<file path="src/rtl/rv_pkg.sv">
// -----------------------------------------------------------------------------
// rv_pkg -- shared constants and types for the rv_data_bus slice.
//   XLEN        : data/address width of the bus
//   BUS_MAX_SLV : largest slave count a bus instance may be built with
//   slv_idx_t   : slave index, wide enough to also encode the DECERR target
//                 (index == NSLV, at most BUS_MAX_SLV)
// -----------------------------------------------------------------------------
package rv_pkg;

  localparam int XLEN        = 32;
  localparam int BUS_MAX_SLV = 8;
  localparam int SLV_IDX_W   = $clog2(BUS_MAX_SLV + 1);

  typedef logic [SLV_IDX_W-1:0] slv_idx_t;

endpackage

</file>
<file path="src/rtl/rv_data_bus_if.sv">
// -----------------------------------------------------------------------------
// rv_data_bus_if -- master-side request/response bundle of the data bus.
//   data_req_i/we_i/be_i/addr_i/wdata_i : request from the master
//   data_gnt_o                          : request accepted this cycle
//   data_rvalid_o/rdata_o/err_o         : in-order response to the master
// Modports: master (drives requests), slave (the bus, drives grant/response).
// Signal names keep the bus-side direction suffixes used across the codebase.
// -----------------------------------------------------------------------------
interface rv_data_bus_if;
  import rv_pkg::*;

  logic              data_req_i;
  logic              data_we_i;
  logic [XLEN/8-1:0] data_be_i;
  logic [XLEN-1:0]   data_addr_i;
  logic [XLEN-1:0]   data_wdata_i;
  logic              data_gnt_o;
  logic              data_rvalid_o;
  logic [XLEN-1:0]   data_rdata_o;
  logic              data_err_o;

  modport master (
    output data_req_i, data_we_i, data_be_i, data_addr_i, data_wdata_i,
    input  data_gnt_o, data_rvalid_o, data_rdata_o, data_err_o
  );

  modport slave (
    input  data_req_i, data_we_i, data_be_i, data_addr_i, data_wdata_i,
    output data_gnt_o, data_rvalid_o, data_rdata_o, data_err_o
  );

endinterface

</file>
<file path="src/rtl/rv_bus_fifo.sv">
// -----------------------------------------------------------------------------
// rv_bus_fifo -- small in-order FIFO holding the target of every granted
// request until its response has been returned.
//   clk, rst_n      : clock, synchronous active-low reset
//   push, push_data : write an entry (ignored when full)
//   pop             : drop the head entry (ignored when empty)
//   full, empty     : occupancy flags
//   head            : oldest entry, valid only when !empty
// Pointers wrap modulo DEPTH, so DEPTH need not be a power of two.
// -----------------------------------------------------------------------------
module rv_bus_fifo #(
  parameter int WIDTH = 4,
  parameter int DEPTH = 2
) (
  input  logic             clk,
  input  logic             rst_n,
  input  logic             push,
  input  logic [WIDTH-1:0] push_data,
  input  logic             pop,
  output logic             full,
  output logic             empty,
  output logic [WIDTH-1:0] head
);

  localparam int PW = (DEPTH > 1) ? $clog2(DEPTH) : 1;
  localparam int CW = $clog2(DEPTH + 1);

  logic [WIDTH-1:0] mem [DEPTH];
  logic [PW-1:0]    rd_ptr_q, wr_ptr_q;
  logic [CW-1:0]    cnt_q;
  logic             do_push, do_pop;

  function automatic logic [PW-1:0] ptr_next(input logic [PW-1:0] p);
    return (p == PW'(DEPTH - 1)) ? '0 : p + 1'b1;
  endfunction

  assign full    = (cnt_q == CW'(DEPTH));
  assign empty   = (cnt_q == '0);
  assign head    = mem[rd_ptr_q];
  assign do_push = push & ~full;
  assign do_pop  = pop & ~empty;

  // NOTE: state registers use non-blocking assignments so every flop samples
  // the pre-edge value of its neighbours, independent of block ordering.
  always_ff @(posedge clk) begin
    if (!rst_n) begin
      rd_ptr_q <= '0;
      wr_ptr_q <= '0;
      cnt_q    <= '0;
    end else begin
      if (do_push) wr_ptr_q <= ptr_next(wr_ptr_q);
      if (do_pop)  rd_ptr_q <= ptr_next(rd_ptr_q);
      case ({do_push, do_pop})
        2'b10:   cnt_q <= cnt_q + 1'b1;
        2'b01:   cnt_q <= cnt_q - 1'b1;
        default: ;
      endcase
    end
  end

  // NOTE: storage is deliberately not reset; an entry is only ever read after
  // it has been written, and the occupancy counter guards every read.
  always_ff @(posedge clk) begin
    if (do_push) mem[wr_ptr_q] <= push_data;
  end

endmodule

</file>
<file path="src/rtl/rv_data_bus.sv">
// -----------------------------------------------------------------------------
// rv_data_bus -- one master to NSLV slaves data bus with address decode,
// in-order response routing and decode-error generation.
//   clk_i, arstn_i   : clock, synchronous active-low reset
//   bus (slave mp)   : master request / grant / response bundle
//   slv_req_o        : one-hot request to the decoded slave
//   slv_we_o/be_o/addr_o/wdata_o : shared request fields to all slaves
//   slv_rvalid_i/rdata_i         : per-slave responses
// Outstanding requests are tracked in rv_bus_fifo; a new request is only
// granted while it targets the same slave as the previous grant (or nothing is
// outstanding), so responses come back in order without reordering buffers.
// Optional feature: define RV_BUS_TIMEOUT_EN to add a response watchdog that
// answers a silent slave with an error after TIMEOUT_CYCLES waiting cycles.
// -----------------------------------------------------------------------------
module rv_data_bus
  import rv_pkg::*;
#(
  parameter int                         NSLV           = 4,
  parameter int                         MAX_OUTST      = 2,
  // Element i is slave i (packed order: highest index first in the literal).
  parameter logic [NSLV-1:0][XLEN-1:0]  SLV_BASE       = {32'h3000_0000, 32'h2000_0000,
                                                          32'h1000_0000, 32'h0000_0000},
  parameter logic [NSLV-1:0][XLEN-1:0]  SLV_MASK       = {4{32'hF000_0000}},
  parameter int                         TIMEOUT_CYCLES = 255
) (
  input  logic                       clk_i,
  input  logic                       arstn_i,
  rv_data_bus_if.slave               bus,
  output logic [NSLV-1:0]            slv_req_o,
  output logic                       slv_we_o,
  output logic [XLEN/8-1:0]          slv_be_o,
  output logic [XLEN-1:0]            slv_addr_o,
  output logic [XLEN-1:0]            slv_wdata_o,
  input  logic [NSLV-1:0]            slv_rvalid_i,
  input  logic [NSLV-1:0][XLEN-1:0]  slv_rdata_i
);

  localparam slv_idx_t DECERR = slv_idx_t'(NSLV);

  if (NSLV < 1 || NSLV > BUS_MAX_SLV) begin : g_bad_nslv
    $error("rv_data_bus: NSLV out of range 1..%0d", BUS_MAX_SLV);
  end
  if (MAX_OUTST < 1 || MAX_OUTST > 8) begin : g_bad_outst
    $error("rv_data_bus: MAX_OUTST out of range 1..8");
  end
  if (TIMEOUT_CYCLES < 1 || TIMEOUT_CYCLES > 65535) begin : g_bad_timeout
    $error("rv_data_bus: TIMEOUT_CYCLES out of range 1..65535");
  end

  slv_idx_t target, last_target_q, head;
  logic     full, empty, gnt, pop, stray_hit, stray_q, wd_fire;

  // Address decode: scan from the top so the lowest matching index wins.
  always_comb begin
    target = DECERR;
    for (int i = NSLV - 1; i >= 0; i--) begin
      if ((bus.data_addr_i & SLV_MASK[i]) == SLV_BASE[i]) target = slv_idx_t'(i);
    end
  end

  // A full FIFO blocks the grant even when a pop happens in the same cycle,
  // keeping the grant path free of the response path. Outputs are held at 0
  // while reset is asserted.
  assign gnt = arstn_i & bus.data_req_i & ~full & (empty | (target == last_target_q));
  assign bus.data_gnt_o = gnt;

  always_comb begin
    slv_req_o = '0;
    for (int t = 0; t < NSLV; t++) slv_req_o[t] = gnt & (target == slv_idx_t'(t));
  end

  assign slv_we_o    = arstn_i & bus.data_we_i;
  assign slv_be_o    = arstn_i ? bus.data_be_i    : '0;
  assign slv_addr_o  = arstn_i ? bus.data_addr_i  : '0;
  assign slv_wdata_o = arstn_i ? bus.data_wdata_i : '0;

  rv_bus_fifo #(
    .WIDTH ($bits(slv_idx_t)),
    .DEPTH (MAX_OUTST)
  ) u_fifo (
    .clk       (clk_i),
    .rst_n     (arstn_i),
    .push      (gnt),
    .push_data (target),
    .pop       (pop),
    .full      (full),
    .empty     (empty),
    .head      (head)
  );

  // Response routing: only the slave at the FIFO head may answer; any other
  // rvalid is dropped and remembered in stray_q.
  // NOTE: every output of this block gets a default first so no path can
  // leave a value unassigned and infer a latch.
  always_comb begin
    bus.data_rvalid_o = 1'b0;
    bus.data_err_o    = 1'b0;
    bus.data_rdata_o  = '0;
    pop               = 1'b0;
    stray_hit         = 1'b0;
    for (int i = 0; i < NSLV; i++) begin
      if (slv_rvalid_i[i] && (empty || head != slv_idx_t'(i))) stray_hit = 1'b1;
    end
    if (arstn_i && !empty) begin
      if (head == DECERR) begin
        bus.data_rvalid_o = 1'b1;
        bus.data_err_o    = 1'b1;
        pop               = 1'b1;
      end else begin
        for (int i = 0; i < NSLV; i++) begin
          if (head == slv_idx_t'(i) && slv_rvalid_i[i]) begin
            bus.data_rvalid_o = 1'b1;
            bus.data_rdata_o  = slv_rdata_i[i];
            pop               = 1'b1;
          end
        end
        // A real response in the same cycle takes precedence over the watchdog.
        if (!pop && wd_fire) begin
          bus.data_rvalid_o = 1'b1;
          bus.data_err_o    = 1'b1;
          pop               = 1'b1;
        end
      end
    end
  end

  always_ff @(posedge clk_i) begin
    if (!arstn_i) begin
      last_target_q <= '0;
      stray_q       <= 1'b0;
    end else begin
      if (gnt)       last_target_q <= target;
      if (stray_hit) stray_q       <= 1'b1;
    end
  end

`ifdef RV_BUS_TIMEOUT_EN
  // Counts cycles the head has waited; it can never pass TIMEOUT_CYCLES
  // because reaching it forces a pop, which clears it.
  logic [15:0] wd_cnt_q;

  assign wd_fire = (wd_cnt_q == 16'(TIMEOUT_CYCLES));

  always_ff @(posedge clk_i) begin
    if (!arstn_i)    wd_cnt_q <= '0;
    else if (pop)    wd_cnt_q <= '0;
    else if (!empty) wd_cnt_q <= wd_cnt_q + 16'd1;
  end
`else
  assign wd_fire = 1'b0;
`endif

endmodule

</file>
<file path="src/flat_wrapper.sv">
// flat-port wrapper written by rule: the top's interface ports become plain ports
module rv_data_bus_flat import rv_pkg::*;
#(
  parameter int                         NSLV           = 4,
  parameter int                         MAX_OUTST      = 2,
                                                                             
  parameter logic [NSLV-1:0][XLEN-1:0]  SLV_BASE       = {32'h3000_0000, 32'h2000_0000,
                                                          32'h1000_0000, 32'h0000_0000},
  parameter logic [NSLV-1:0][XLEN-1:0]  SLV_MASK       = {4{32'hF000_0000}},
  parameter int                         TIMEOUT_CYCLES = 255
)
  (clk_i, arstn_i, slv_req_o, slv_we_o, slv_be_o, slv_addr_o, slv_wdata_o, slv_rvalid_i, slv_rdata_i, bus_data_req_i, bus_data_we_i, bus_data_be_i, bus_data_addr_i, bus_data_wdata_i, bus_data_gnt_o, bus_data_rvalid_o, bus_data_rdata_o, bus_data_err_o);
  rv_data_bus_if bus_i ();
  input  logic clk_i;
  input  logic arstn_i;
  output logic [NSLV-1:0] slv_req_o;
  output logic slv_we_o;
  output logic [XLEN/8-1:0] slv_be_o;
  output logic [XLEN-1:0] slv_addr_o;
  output logic [XLEN-1:0] slv_wdata_o;
  input  logic [NSLV-1:0] slv_rvalid_i;
  input  logic [NSLV-1:0][XLEN-1:0] slv_rdata_i;
  input wire logic [$bits(bus_i.data_req_i)-1:0] bus_data_req_i;
  input wire logic [$bits(bus_i.data_we_i)-1:0] bus_data_we_i;
  input wire logic [$bits(bus_i.data_be_i)-1:0] bus_data_be_i;
  input wire logic [$bits(bus_i.data_addr_i)-1:0] bus_data_addr_i;
  input wire logic [$bits(bus_i.data_wdata_i)-1:0] bus_data_wdata_i;
  output wire logic [$bits(bus_i.data_gnt_o)-1:0] bus_data_gnt_o;
  output wire logic [$bits(bus_i.data_rvalid_o)-1:0] bus_data_rvalid_o;
  output wire logic [$bits(bus_i.data_rdata_o)-1:0] bus_data_rdata_o;
  output wire logic [$bits(bus_i.data_err_o)-1:0] bus_data_err_o;
  assign bus_i.data_req_i = bus_data_req_i;
  assign bus_i.data_we_i = bus_data_we_i;
  assign bus_i.data_be_i = bus_data_be_i;
  assign bus_i.data_addr_i = bus_data_addr_i;
  assign bus_i.data_wdata_i = bus_data_wdata_i;
  assign bus_data_gnt_o = bus_i.data_gnt_o;
  assign bus_data_rvalid_o = bus_i.data_rvalid_o;
  assign bus_data_rdata_o = bus_i.data_rdata_o;
  assign bus_data_err_o = bus_i.data_err_o;
  rv_data_bus #(.NSLV(NSLV), .MAX_OUTST(MAX_OUTST), .SLV_BASE(SLV_BASE), .SLV_MASK(SLV_MASK), .TIMEOUT_CYCLES(TIMEOUT_CYCLES)) u_core (.clk_i(clk_i), .arstn_i(arstn_i), .bus(bus_i), .slv_req_o(slv_req_o), .slv_we_o(slv_we_o), .slv_be_o(slv_be_o), .slv_addr_o(slv_addr_o), .slv_wdata_o(slv_wdata_o), .slv_rvalid_i(slv_rvalid_i), .slv_rdata_i(slv_rdata_i));
endmodule
</file>
<file path="config.mk">
export PLATFORM = sky130hd
export DESIGN_NAME = rv_data_bus_flat
export DESIGN_NICKNAME = d
export VERILOG_FILES = /design/src/rtl/rv_pkg.sv /design/src/rtl/rv_data_bus_if.sv /design/src/rtl/rv_bus_fifo.sv /design/src/rtl/rv_data_bus.sv /design/src/flat_wrapper.sv
export SDC_FILE = /design/constraint.sdc
export NUM_CORES = 1
export LEC_CHECK = 0
export ABC_AREA = 1
export CAP_MARGIN = 0
export CORE_AREA = 2 2 121 123
export CTS_BUF_LIST = sky130_fd_sc_hd__clkbuf_8
export DETAILED_ROUTE_END_ITERATION = 7
export DIE_AREA = 0 0 123 125
export GPL_TIMING_DRIVEN = 0
export PLACE_DENSITY = 0.71
export RECOVER_POWER = 50
export SLEW_MARGIN = 20
export SYNTH_ARGS = -nofsm -noshare
export SYNTH_HDL_FRONTEND = slang
export SYNTH_SLANG_ARGS = --single-unit
export TNS_END_PERCENT = 1
</file>
<file path="constraint.sdc">
create_clock -name clk_i -period 3.4 [get_ports clk_i]
set_clock_uncertainty 0.15 [all_clocks]
set_input_delay 0.68 -clock clk_i [delete_from_list [all_inputs] [get_ports clk_i]]
set_output_delay 0.68 -clock clk_i [all_outputs]
set_load 0.03 [all_outputs]
</file>
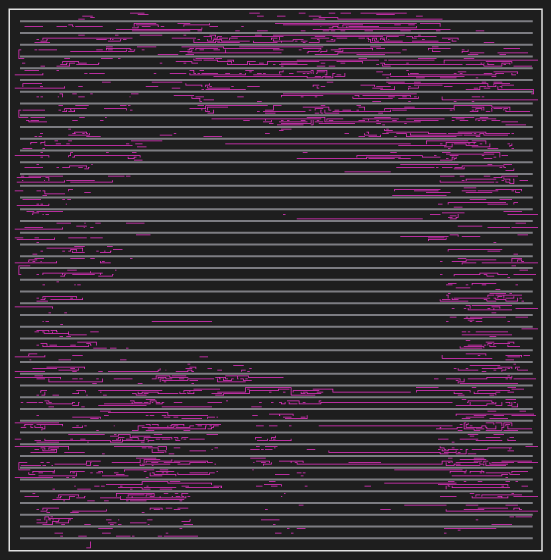
(run_1/layer_met1.png)
Supply wires on this layer in grey.
nets with wire on the layer	866
main direction	horizontal
longest straight run	42.8 µm

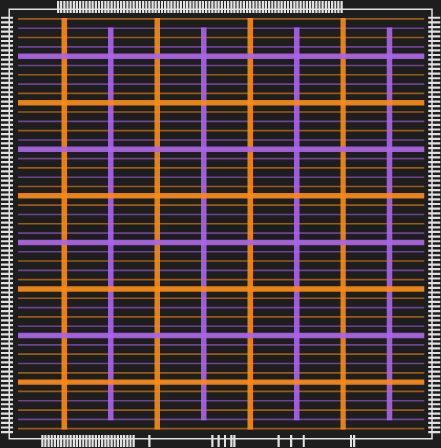
(run_1/power_grid.png)
Pins as bars on the die edge.
colour	net
orange	VSS
purple	VDD
met4 straps	8
signal pins	312
rows	44
met1 rails	45

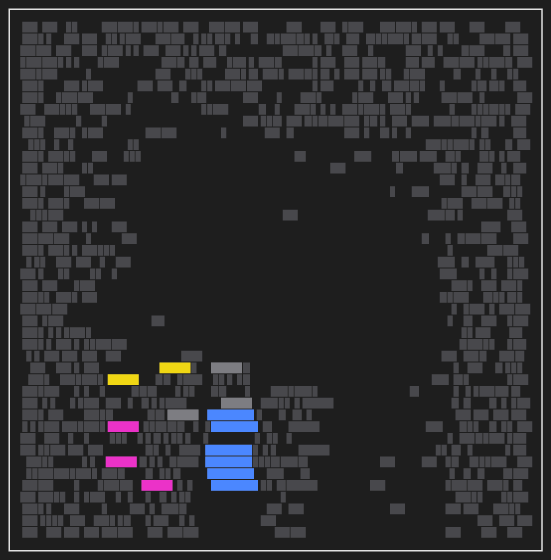
(run_1/flops_by_reg.png)
Other sequential cells in the stronger grey, the rest of the logic in the fainter grey.
colour	signal	sequential cells
yellow	u_core.u_fifo.cnt_q	2
magenta	u_core.last_target_q	3
blue	u_core.u_fifo.mem	6
not coloured	3

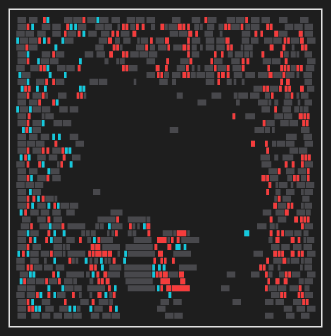
(run_1/logic_types.png)
colour	family	cells	most used
cyan	inv cells	89	inv_1
red	nand cells	274	nand2_1

==> flow_metrics.tcl, run 1 <==
# place-and-route summary
set metrics [dict create \
    clk_pin_slew_worst_paths_ns 0.06 \
    bufAreaShareNonClock_pct 55.19 \
    clock_buffers 4 \
    seq_area_um2 340.3 \
    first_iter_violations 123 \
    comb_share_pct 28.54 \
    cts_num_sinks 14 \
    chip_area_mm2 0.01538 \
    seq_cell_count 14 \
    p_total_mw 1.063 \
    critPathCaptureType "primary output" \
    cp_data_required_time_ns 2.57 \
    drt_first_pass_iters 4 \
    inverters 89 \
    layout_top_cells "clkdlybuf4s50_1 (272), nand2_1 (222), inv_1 (84)" \
    chipWidth_um 123 \
    min-delay-start "u_core.u_fifo.cnt_q[1]$_SDFFE_PN0P_" \
    antenna_found_initial 0 \
    ys_cells 507 \
    grt_pass1_wl_um 19620 \
    seq_area_share_pct 5.741 \
    ys_seq_share_pct 13.21 \
    synth.cell_area_mm2 0.002576 \
    ys_top_cells_by_area "nand2_1 (32%), inv_1 (12%), nand3_1 (7.8%)" \
    grt_usage_pct 16.17 \
    fillers 1526 \
    nWellTaps 184 \
    reg.largest.list "u_core.u_fifo.mem (6), u_core.last_target_q (3), u_core.u_fifo.cnt_q (2)" \
    clk_share_pct 0.9287 \
    core_mm2 0.01420 \
    num_rows 44 \
    synthArstFlopShare_pct 0 \
    largest_reg_flops 6 \
    cts_tree "yes" \
    clockBufferDepth 2 \
    n_antenna_cell 0 \
    synthDistinctLibCells 24 \
    syn_inst 507 \
    logic_area_mm2 0.001692 \
    holdWs_ns 0.3145 \
    synth.comb.largest_family "simple AND/OR/NAND/NOR gates" \
    slowest_delay_ns 0.45 \
    regToRegSetupSlack_ns 1.22 \
    n_all_buffers 340 \
    hold_path.class "reg -> reg" \
    status "complete, no violations" \
    gp_congestion 0.8191 \
    syn_to_final_growth_pct 130.1 \
    finish.utilization_pct 41.74 \
    fp_util_pct 18.14 \
    met1Wirelength_um 4779 \
    pin_count 312 \
    antenna_left 0 \
    syn_area_per_cell_um2 5.081 \
    grt_pass1_vias 3914 \
    grt_max_degree 11 \
    busiest_layer "met2" \
    powerDensity_mw_per_mm2 179.3 \
    maxSlewHeadroom_pct 67.34 \
    via_per_inst 4.148 \
    cts_buffers 3 \
    top_layer_used "met4" \
    via_count 4169 \
    ir_worst_vdd_uv 154.7 \
    top_area_share_pct 32.35 \
    wl_per_cell_um 13.41 \
    grt_use_met1_pct 16.87 \
    drive_above_1_share_pct 6.212 \
]
## run 1: stage by stage
step                instances  instance area (µm²)  setup TNS, ns
floorplan                 507                 2576              0
global placement         1001                 5909         -5.905
detailed placement       1001                 5909         -6.105
CTS                      1005                 5919              0
global route             1005                 5928       -0.07000
finish                   1005                 5928              0
## run 1: what timing repair did
action,CTS,global route
endpoints found under the hold margin,0,0
buffers inserted,0,0
gates resized,36,29
pin swaps,0,0
endpoints found under the setup margin,36,73
## run 1: worst max-delay path: cells and delay by family
family | cells | cell delay [ns]
simple gates | 4 | 0.50
compound gates | 1 | 0.06
buf+inv | 4 | 1.22
## run 1: power breakdown
group	switching [mW]	internal [mW]	total (mW)
logic	0.347	0.365	0.712
registers	0.00668	0.185	0.192
clock network	0.0562	0.102	0.159
==> run 2, diff against run 1 <==
--- a/config.mk
+++ b/config.mk
@@ -6,14 +6,12 @@
 export NUM_CORES = 1
 export LEC_CHECK = 0
 export ABC_AREA = 1
-export CAP_MARGIN = 0
 export CORE_AREA = 2 2 121 123
 export CTS_BUF_LIST = sky130_fd_sc_hd__clkbuf_8
 export DETAILED_ROUTE_END_ITERATION = 7
 export DIE_AREA = 0 0 123 125
 export GPL_TIMING_DRIVEN = 0
 export PLACE_DENSITY = 0.71
-export RECOVER_POWER = 50
 export SLEW_MARGIN = 20
 export SYNTH_ARGS = -nofsm -noshare
 export SYNTH_HDL_FRONTEND = slang
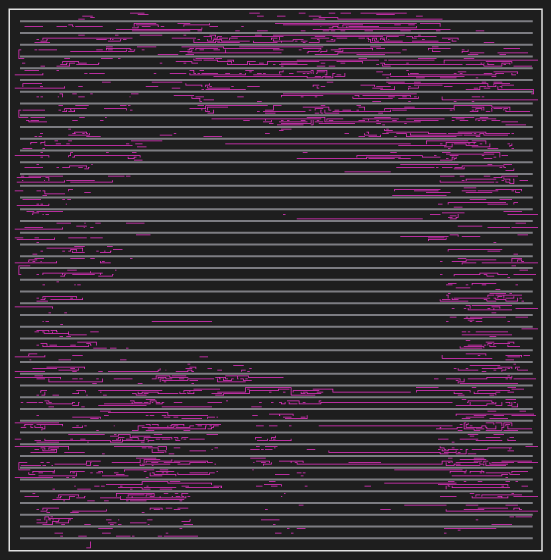
(run_2/layer_met1.png)
Supply wires on this layer in grey.
longest straight run	42.8 µm
nets with wire on the layer	866
main direction	horizontal
share of all routed wire	35%

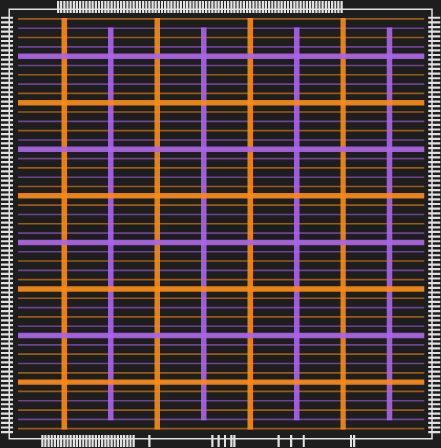
(run_2/power_grid.png)
Pins as bars on the die edge.
colour	net
orange	VSS
purple	VDD
met4 straps	8
met5 straps	8
signal pins	312
rows	44
met1 rails	45

==> run 2 against run 1 <==
Cell count is the same. Sequential share of layout area is the same. Power is the same. Synthesized area is the same. Worst setup slack is the same. Register-to-register slack is essentially flat. First-iteration DRC count is the same. Critical path depth is the same. Sequential power is essentially flat. Highest routed layer unchanged.
==> flow_metrics.tcl, run 2 <==
# place-and-route summary
set metrics [dict create \
    status "complete, no violations" \
    via_count 4169 \
    critPathCaptureType "primary output" \
    via_per_inst 4.148 \
    largest_reg_flops 6 \
    n_all_buffers 340 \
    antenna_found_initial 0 \
    powerComb_mw 0.712 \
    clkPwrFrac_pct 14.9 \
    grt_usage_pct 16.17 \
    place_area_mm2 0.005909 \
    p_sw_share_pct 38.54 \
    fp_util_pct 18.14 \
    p_seq_share_pct 18.1 \
    cts_buffers 3 \
    reg.largest.list "u_core.u_fifo.mem (6), u_core.last_target_q (3), u_core.u_fifo.cnt_q (2)" \
    cts_tree "yes" \
    logic_area_mm2 0.001692 \
    post_cts_buffers 0 \
    synthDistinctLibCells 24 \
    clk_share_pct 0.9287 \
    synthArstFlopShare_pct 0 \
    top_power_group "combinational cells" \
    cts_num_sinks 14 \
    seq_cell_count 14 \
    ir_worst_vdd_uv 154.7 \
    power_clock_mw 0.159 \
    cp_data_required_time_ns 2.57 \
    wl_per_cell_um 13.41 \
    grt_pass1_wl_um 19620 \
    syn_area_per_cell_um2 5.081 \
    ys_top_cells_by_area "nand2_1 (32%), inv_1 (12%), nand3_1 (7.8%)" \
    ys_cells 507 \
    layoutNonFillerInstCount 1005 \
    regToRegSetupSlack_ns 1.22 \
    pg_seq_mw 0.192 \
    grt_pass1_vias 3914 \
    inverters 89 \
    layout_top_cells "clkdlybuf4s50_1 (272), nand2_1 (222), inv_1 (84)" \
    synth.comb.largest_family "simple AND/OR/NAND/NOR gates" \
    grt_max_degree 11 \
    chip_area_mm2 0.01538 \
    cts_resized 36 \
    gp_congestion 0.8191 \
    n_antenna_cell 0 \
]
[run 2: critical path, delay by kind of cell]
| family | cells | cell delay (ns) |
|---|---|---|
| AND-OR/OR-AND | 1 | 0.06 |
| buffers and inverters | 4 | 1.22 |
| AND/OR/NAND/NOR | 4 | 0.50 |
[run 2: kinds of logic (layout without fill, tap and decap cells)]
kind of cell / count (synthesis) / after routing
compound gates: 44 / 44
simple gates: 329 / 329
fa+ha+maj: 1 / 1
buf+inv: 119 / 433
flops: 14 / 14
[run 2: metal layers]
metal	share of wire, %	wire, µm	vias to the layer above	global-route usage, %
li1	-	-	2163	-
met1	35	4779	1767	16.87
met2	51	6936	219	31.43
met3	11	1457	20	4.151
met4	2.2	300	0	4.011
met5	0	0	-	0
==> run_2/clocks.png <==
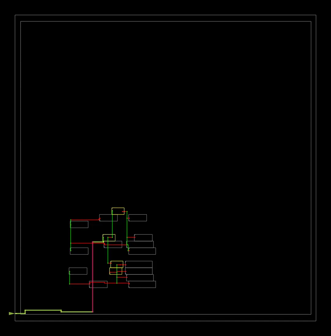

==> run 3, diff against run 2 <==
--- a/config.mk
+++ b/config.mk
@@ -5,13 +5,12 @@
 export SDC_FILE = /design/constraint.sdc
 export NUM_CORES = 1
 export LEC_CHECK = 0
-export ABC_AREA = 1
-export CORE_AREA = 2 2 121 123
+export CORE_AREA = 2 2 122 124
 export CTS_BUF_LIST = sky130_fd_sc_hd__clkbuf_8
 export DETAILED_ROUTE_END_ITERATION = 7
-export DIE_AREA = 0 0 123 125
+export DIE_AREA = 0 0 124 126
 export GPL_TIMING_DRIVEN = 0
-export PLACE_DENSITY = 0.71
+export PLACE_DENSITY = 0.7
 export SLEW_MARGIN = 20
 export SYNTH_ARGS = -nofsm -noshare
 export SYNTH_HDL_FRONTEND = slang
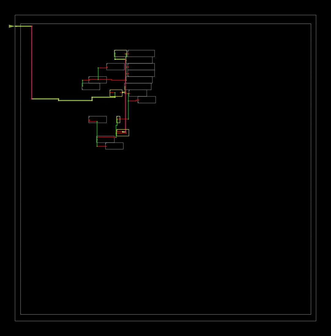
(run_3/clocks.png)
Worst-Skew Late Latency: 0.25 ns
Num CTS Buffers: 3
clock network power: 0.136 mW
Flop Count: 14

==> run 3 against run 2 <==
Non-clock buffer count is 1 higher. Synthesized area fell by 0.87%. Combinational power increased by 54%. Sequential share of layout area grew 0.077 points. Hold slack gained 0.0024 ns. Largest cell class unchanged.
==> flow_metrics.tcl, run 3 <==
# place-and-route summary
set metrics [dict create \
    status "complete, no violations" \
    grt_pass1_vias 4005 \
    powerComb_mw 1.10 \
    placedCellCount 809 \
    ys_top_cells_by_area "a221oi_2 (18%), and2_1 (18%), o31ai_2 (15%)" \
    fp_util_pct 17.84 \
    antenna_found_initial 0 \
    ir_worst_vdd_uv 142.7 \
    wl_per_cell_um 16.64 \
    cts_resized 198 \
    yosys-top-cells-count "and2_1 (72), nand2_1 (38), nor2_1 (37), a221oi_2 (30), o31ai_2 (30)" \
    grt_pass1_wl_um 19920 \
    cp_num_buf_inv 3 \
    grt_max_degree 11 \
    n_antenna_cell 0 \
    met3_length_um 1460 \
    syn_area_per_cell_um2 8.107 \
    crit_family "buffers and inverters" \
    layoutNonFillerInstCount 813 \
    grt_use_met1_pct 15.74 \
    regToRegSetupSlack_ns 0.81 \
    drt_first_pass_iters 6 \
    slowest_delay_ns 0.50 \
    ys_cells 315 \
    synthArstFlopShare_pct 0 \
    inverters 5 \
    top_layer_used "met4" \
    yosysTopAreaCell "a221oi_2" \
    via_per_inst 4.485 \
    drive_above_1_share_pct 20.83 \
    synth.cell_area_mm2 0.002554 \
    grtUsageMet2_pct 33.26 \
    design_area_mm2 0.005849 \
    dr_wl_met2_um 7256 \
    chip_area_mm2 0.01562 \
    logic_area_mm2 0.002027 \
    layout_top_cells "clkdlybuf4s50_1 (269), and2_1 (72), nand2_1 (37)" \
    pg_seq_mw 0.239 \
    fin_setup_tns_ns 0 \
    cp_data_required_time_ns 2.57 \
    cts_num_sinks 14 \
    clk_share_pct 0.7701 \
    cp.depth 7 \
    crit_fanout 10 \
    synthDistinctLibCells 43 \
    busiest_layer "met2" \
    critPathCaptureType "primary output" \
    cts_tree "yes" \
    gp_congestion 0.8405 \
    clkPwrFrac_pct 9.2 \
    place_area_mm2 0.005887 \
    via_count 3646 \
    grt.met3_usage_pct 3.804 \
    n_all_buffers 341 \
    reg.largest.list "u_core.u_fifo.mem (6), u_core.last_target_q (3), u_core.u_fifo.cnt_q (2)" \
    largest_reg_flops 6 \
    p_seq_share_pct 16.1 \
    hold_path_end "u_core.u_fifo.rd_ptr_q$_SDFFE_PN0P_" \
    grt_usage_pct 16.19 \
    top_power_group "combinational cells" \
]
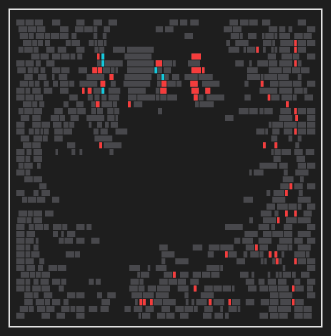
(run_3/logic_types.png)
colour	family	cells	most used
cyan	inv cells	5	inv_1
red	nand cells	52	nand2_1

run 3: netlist changes by cell type in the layout (fill, tap and decap cells not counted), moves of 11 or more:
cell | before | now
nand2_1 | 222 | 37
buf_4 | 0 | 11
a221oi_2 | 0 | 30
nand3_1 | 40 | 5
clkdlybuf4s15_1 | 11 | 0
nor2_1 | 47 | 36
inv_1 | 84 | 4
buf_2 | 5 | 30
o22ai_1 | 31 | 1
and2_1 | 0 | 72
o31ai_2 | 0 | 30
dlygate4sd2_1 | 19 | 5
run 3: logic make-up after synthesis:
| family | Yosys count | share of synthesized area [%] |
|---|---|---|
| simple gates | 172 | 35.62 |
| compound gates | 84 | 38.61 |
| buf+inv | 36 | 8.965 |
| flops | 14 | 13.33 |
| xor+xnor | 4 | 1.372 |
| mux | 4 | 1.617 |
| fa+ha+maj | 1 | 0.4899 |
Power is estimated from default activity; no workload was simulated.
